`src/rtl/uart_pkg.sv`:
```
// Shared UART types and constants: frame states, parity encodings, legal DATA_W range.
package uart_pkg;

  typedef enum logic [2:0] {
    IDLE   = 3'd0,
    START  = 3'd1,
    DATA   = 3'd2,
    PARITY = 3'd3,
    STOP   = 3'd4,
    GAP    = 3'd5
  } uart_state_e;

  localparam logic [1:0] PAR_NONE = 2'b00;
  localparam logic [1:0] PAR_EVEN = 2'b01;
  localparam logic [1:0] PAR_ODD  = 2'b10;

  localparam int unsigned DATA_W_MIN = 5;
  localparam int unsigned DATA_W_MAX = 9;

  // Encoding 2'b11 is treated as no parity.
  function automatic logic parity_enabled(input logic [1:0] mode);
    return (mode == PAR_EVEN) || (mode == PAR_ODD);
  endfunction

endpackage

```
`src/rtl/uart_baud_gen.sv`:
```
// Bit-period counter: counts 0..div_i, tick_c_o on the last count, synchronous clear.
module uart_baud_gen #(
  parameter int unsigned DIV_W = 16
) (
  input  logic             clk_i,
  input  logic             rst_ni,
  input  logic             clear_i,
  input  logic [DIV_W-1:0] div_i,
  output logic             tick_c_o
);

  logic [DIV_W-1:0] cnt_q, cnt_d;

  assign tick_c_o = (cnt_q == div_i);

  always_comb begin
    cnt_d = cnt_q + DIV_W'(1);
    if (clear_i || tick_c_o) begin
      cnt_d = '0;
    end
  end

  always_ff @(posedge clk_i) begin
    if (!rst_ni) begin
      cnt_q <= '0;
    end else begin
      cnt_q <= cnt_d;
    end
  end

endmodule

```
`src/rtl/uart_tx_core.sv`:
```
// Parametrised UART transmitter on a baud-tick enable with valid/ready input.
// Optional TX FIFO ahead of the frame FSM when UART_TX_FIFO_EN is defined.
module uart_tx_core
  import uart_pkg::*;
#(
  parameter int unsigned DATA_W     = 8,
  parameter int unsigned DIV_W      = 16,
  parameter int unsigned GAP_BITS   = 0,
  parameter int unsigned FIFO_DEPTH = 8
) (
  input  logic              clock,
  input  logic              reset_n,
  input  logic [DIV_W-1:0]  baud_div,
  input  logic [1:0]        parity_mode,
  input  logic              two_stop,
  input  logic [DATA_W-1:0] tx_data,
  input  logic              tx_valid,
  output logic              tx_ready,
  output logic              uart_tx,
  output logic              busy,
  output logic              tx_done
);

  localparam int unsigned IDX_W = $clog2(DATA_W);
  localparam int unsigned BIT_W = 8;

  if (DATA_W < DATA_W_MIN || DATA_W > DATA_W_MAX) begin : g_bad_data_w
    $error("uart_tx_core: DATA_W out of range");
  end
  if (GAP_BITS > 255) begin : g_bad_gap
    $error("uart_tx_core: GAP_BITS out of range");
  end
  if (FIFO_DEPTH < 2 || (FIFO_DEPTH & (FIFO_DEPTH - 1)) != 0) begin : g_bad_depth
    $error("uart_tx_core: FIFO_DEPTH must be a power of two");
  end

  uart_state_e       state_q, state_d;
  logic [BIT_W-1:0]  bit_q, bit_d;
  logic [DATA_W-1:0] data_q;
  logic [DIV_W-1:0]  div_q;
  logic [1:0]        par_q;
  logic              two_q;
  logic              tick_c;
  logic              start_c;
  logic [DATA_W-1:0] word_c;
  logic              ready_d;
  logic              pend_d;
  logic              line_d;

`ifdef UART_TX_FIFO_EN
  localparam int unsigned PTR_W = $clog2(FIFO_DEPTH);
  localparam int unsigned PW    = PTR_W + 1;

  logic [DATA_W-1:0] mem_q [FIFO_DEPTH];
  logic [PW-1:0]     wptr_q, rptr_q, wptr_d, rptr_d;
  logic              push_c, pop_c, empty_c, full_d;

  assign push_c  = tx_valid & tx_ready;
  assign empty_c = (wptr_q == rptr_q);
  assign pop_c   = (state_q == IDLE) & ~empty_c;
  assign wptr_d  = wptr_q + PW'(push_c);
  assign rptr_d  = rptr_q + PW'(pop_c);
  assign full_d  = (wptr_d[PTR_W] != rptr_d[PTR_W]) &&
                   (wptr_d[PTR_W-1:0] == rptr_d[PTR_W-1:0]);
  assign start_c = pop_c;
  assign word_c  = mem_q[rptr_q[PTR_W-1:0]];
  assign ready_d = ~full_d;
  assign pend_d  = (wptr_d != rptr_d);

  always_ff @(posedge clock) begin
    if (!reset_n) begin
      wptr_q <= '0;
      rptr_q <= '0;
    end else begin
      wptr_q <= wptr_d;
      rptr_q <= rptr_d;
    end
  end

  always_ff @(posedge clock) begin
    if (push_c) begin
      mem_q[wptr_q[PTR_W-1:0]] <= tx_data;
    end
  end
`else
  assign start_c = tx_valid & tx_ready;
  assign word_c  = tx_data;
  assign ready_d = (state_d == IDLE);
  assign pend_d  = 1'b0;
`endif

  uart_baud_gen #(.DIV_W(DIV_W)) u_baud (
    .clk_i    (clock),
    .rst_ni   (reset_n),
    .clear_i  (start_c),
    .div_i    (div_q),
    .tick_c_o (tick_c)
  );

  // Frame sequencing; bit_q indexes data bits, stop bits and gap periods.
  always_comb begin
    state_d = state_q;
    bit_d   = bit_q;
    unique case (state_q)
      IDLE: begin
        if (start_c) begin
          state_d = START;
          bit_d   = '0;
        end
      end
      START: begin
        if (tick_c) state_d = DATA;
      end
      DATA: begin
        if (tick_c) begin
          if (bit_q == BIT_W'(DATA_W - 1)) begin
            bit_d   = '0;
            state_d = parity_enabled(par_q) ? PARITY : STOP;
          end else begin
            bit_d = bit_q + BIT_W'(1);
          end
        end
      end
      PARITY: begin
        if (tick_c) state_d = STOP;
      end
      STOP: begin
        if (tick_c) begin
          if (bit_q == BIT_W'(two_q)) begin
            bit_d   = '0;
            state_d = (GAP_BITS != 0) ? GAP : IDLE;
          end else begin
            bit_d = bit_q + BIT_W'(1);
          end
        end
      end
      GAP: begin
        if (tick_c) begin
          if (bit_q == BIT_W'(GAP_BITS - 1)) begin
            bit_d   = '0;
            state_d = IDLE;
          end else begin
            bit_d = bit_q + BIT_W'(1);
          end
        end
      end
      default: state_d = IDLE;
    endcase
  end

  // Line level for the upcoming cycle, registered below so uart_tx is glitch-free.
  always_comb begin
    line_d = 1'b1;
    case (state_d)
      START:   line_d = 1'b0;
      DATA:    line_d = data_q[bit_d[IDX_W-1:0]];
      PARITY:  line_d = (par_q == PAR_ODD) ? ~^data_q : ^data_q;
      default: line_d = 1'b1;
    endcase
  end

  always_ff @(posedge clock) begin
    if (!reset_n) begin
      state_q  <= IDLE;
      bit_q    <= '0;
      data_q   <= '0;
      div_q    <= '0;
      par_q    <= PAR_NONE;
      two_q    <= 1'b0;
      uart_tx  <= 1'b1;
      busy     <= 1'b0;
      tx_done  <= 1'b0;
      tx_ready <= 1'b0;
    end else begin
      state_q  <= state_d;
      bit_q    <= bit_d;
      uart_tx  <= line_d;
      busy     <= (state_d != IDLE) | pend_d;
      tx_done  <= (state_q != IDLE) && (state_d == IDLE);
      tx_ready <= ready_d;
      if (start_c) begin
        data_q <= word_c;
        div_q  <= baud_div;
        par_q  <= parity_mode;
        two_q  <= two_stop;
      end
    end
  end

endmodule

```
`config.mk`:
```
export PLATFORM = sky130hd
export DESIGN_NAME = uart_tx_core
export DESIGN_NICKNAME = d
export VERILOG_FILES = /design/src/rtl/uart_pkg.sv /design/src/rtl/uart_baud_gen.sv /design/src/rtl/uart_tx_core.sv
export SDC_FILE = /design/constraint.sdc
export NUM_CORES = 1
export LEC_CHECK = 0
export CAP_MARGIN = 40
export CELL_PAD_IN_SITES_DETAIL_PLACEMENT = 1
export CELL_PAD_IN_SITES_GLOBAL_PLACEMENT = 1
export CORE_MARGIN = 2
export CORE_UTILIZATION = 37
export CTS_CLUSTER_DIAMETER = 30
export DETAILED_ROUTE_END_ITERATION = 10
export GPL_TIMING_DRIVEN = 0
export PLACE_DENSITY_LB_ADDON = 0.1
export SLEW_MARGIN = 5
export SYNTH_ARGS = -nofsm -noshare
export SYNTH_HDL_FRONTEND = slang
export SYNTH_SLANG_ARGS = --single-unit
```
`constraint.sdc`:
```
create_clock -name clock -period 2.9 [get_ports clock]
set_clock_uncertainty 0.2 [all_clocks]
set_input_delay 0.435 -clock clock [delete_from_list [all_inputs] [get_ports clock]]
set_output_delay 0.435 -clock clock [all_outputs]
set_load 0.1 [all_outputs]
```
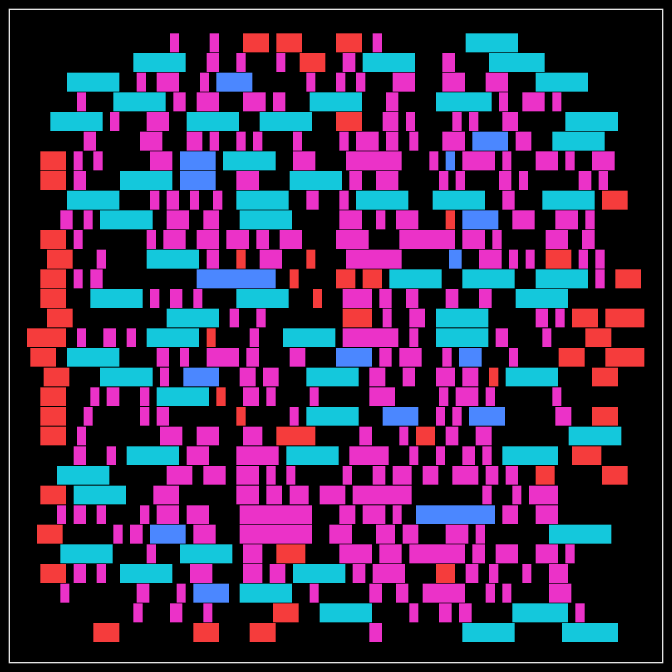
**Above:** placement by cell class.
legend:
  clock drivers and dummy loads:
    color: blue
    cells: 16
  registers:
    color: cyan
    cells: 58
  remaining logic cells:
    color: magenta
    cells: 262
  remaining buffers and delay cells:
    color: red
    cells: 54

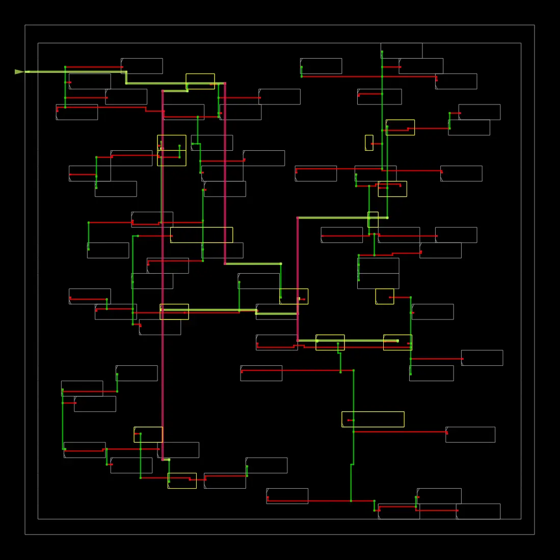
**Above:** the clock network.
CTS sink count: 58
clock buf count: 12
flop count: 58
Clock group: 0.879 mW

==> impl_metrics.py <==
# Auto-generated metrics
metrics = {
    "timing": {
        "final.setup.tns_ns": 0,
        "worstMarginPinSlew_ns": 0.517,
        "fin_ws_ns": 0.0934,
        "hold_violations": 0,
        "setup_violations": 0,
    },
    "yosys": {
        "syn_nets": 365,
        "muxShareOfSynthArea_pct": 0.728,
        "ff_type": "dfxtp_1",
        "synth_warnings": 0,
        "yosys.area.top_type": "dfxtp_1",
        "area_leaders": "dfxtp_1 42%, nand2_1 9.0%, xor2_1 8.3%",
        "numSynthFlops": 58,
        "synthXorXnorAreaFrac_pct": 13.7,
        "yosys_area_um2": 2750,
    },
    "grt": {
        "antenna_found_initial": 0,
        "grtUsageTotal_pct": 19.2,
        "grt_pass1_wl_um": 12400,
        "grt_max_degree": 11,
        "grt_pass1_vias": 2491,
    },
    "critical_path": {
        "critPathBufInv": 1,
        "crit_type": "flop to flop",
        "endpoint": "uart_tx",
        "slowest_stage": "or4_4",
        "rr_worst_depth": 9,
    },
    "worst_hold_path": {
        "min_from": "par_q[1]",
        "min_to": "par_q[1]",
    },
    "finish": {
        "final_cell_area_um2": 3680,
        "num-fill-cells": 884,
    },
    "place": {
        "place_inst": 468,
    },
    "clock_tree": {
        "cts_max_path_buffers": 2,
    },
    "route": {
        "ant_nets": 0,
        "drtPass1Iterations": 4,
    },
    "run": {
        "log.warning_count": 26,
    },
    "outcome": {
        "status": "finished, final reports clean",
    },
    "die": {
        "fp_util_pct": 38.1,
        "die-area_um2": 8140,
    },
    "power_and_ir_drop": {
        "p_switching_mw": 0.769,
        "pwr-share-seq_pct": 37.2,
    },
}
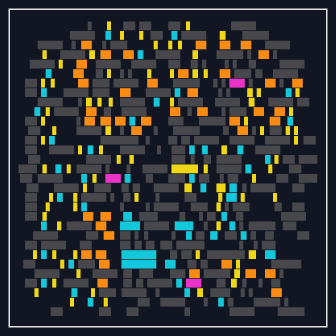
**Above:** gate families picked out.
legend:
  xor and xnor cells:
    color: orange
    cells: 43
    most_used: xor2_1
  aoi and oai cells:
    color: cyan
    cells: 48
    most_used: a21oi_1
    where: spread over the die
  fa/ha/maj cells:
    color: magenta
    cells: 3
    most_used: ha_1
  nand cells:
    color: yellow
    cells: 82
    most_used: nand2_1
    where: spread over the die

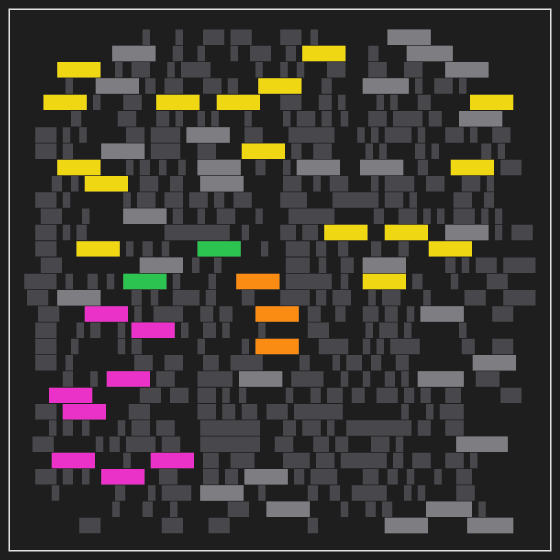
**Above:** sequential cells grouped by signal name.
legend:
  data_q:
    color: magenta
    flops: 8
    where: south-west
  div_q:
    color: yellow
    flops: 16
  state_q:
    color: orange
    flops: 3
  par_q:
    color: green
    flops: 2
not colored: 29

[power by group through the flow]
stage / Clock (mW) / Combinational, mW / Sequential, mW
after CTS: 0.892 / 0.581 / 0.899
after global routing: 0.933 / 0.702 / 0.910
final: 0.879 / 0.639 / 0.899
after floorplan: 0 / 0.286 / 0.991
after detailed placement: 0 / 0.564 / 0.917
after global placement: 0 / 0.519 / 0.914
[cell usage in the layout (no fill, tap or decap), types with 2 or more instances in the layout]
| master | instances |
|---|---|
| ha_1 | 3 |
| a2111oi_4 | 2 |
| or2_1 | 2 |
| buf_1 | 2 |
| and2_1 | 2 |
| bufinv_16 | 2 |
| mux2i_1 | 2 |
| nor2b_1 | 4 |
| nor4_4 | 4 |
| o22ai_1 | 2 |
| nor2_1 | 35 |
| inv_1 | 6 |
| dfxtp_1 | 52 |
| a211o_1 | 2 |
| nor3_1 | 4 |
| buf_4 | 5 |
| dfxtp_2 | 5 |
| xnor2_1 | 17 |
| buf_6 | 3 |
| nand3_1 | 12 |
| a21oi_1 | 33 |
| and2_2 | 2 |
| clkbuf_1 | 8 |
| clkbuf_8 | 11 |
| nand2_1 | 66 |
| buf_8 | 4 |
| or3_1 | 2 |
| nor3b_1 | 2 |
| and3_1 | 6 |
| clkdlybuf4s50_1 | 33 |
| xor2_1 | 26 |
| o21ai_0 | 4 |
[timing repair]
item	in CTS	in global routing
gates cloned	0	0
setup endpoints to repair	1	4
hold buffers	0	0
resized	6	22
buffers inserted	1	4
pin swaps	2	10
[routing by layer]
layer | track usage, % | wire (µm) | up-vias
met5 | 0 | 0 | -
met3 | 4.02 | 240 | 9
met1 | 26.5 | 3690 | 1142
met4 | 8.08 | 119 | 0
li1 | - | - | 1228
met2 | 29.3 | 3230 | 41
Power is estimated from default activity; no workload was simulated.
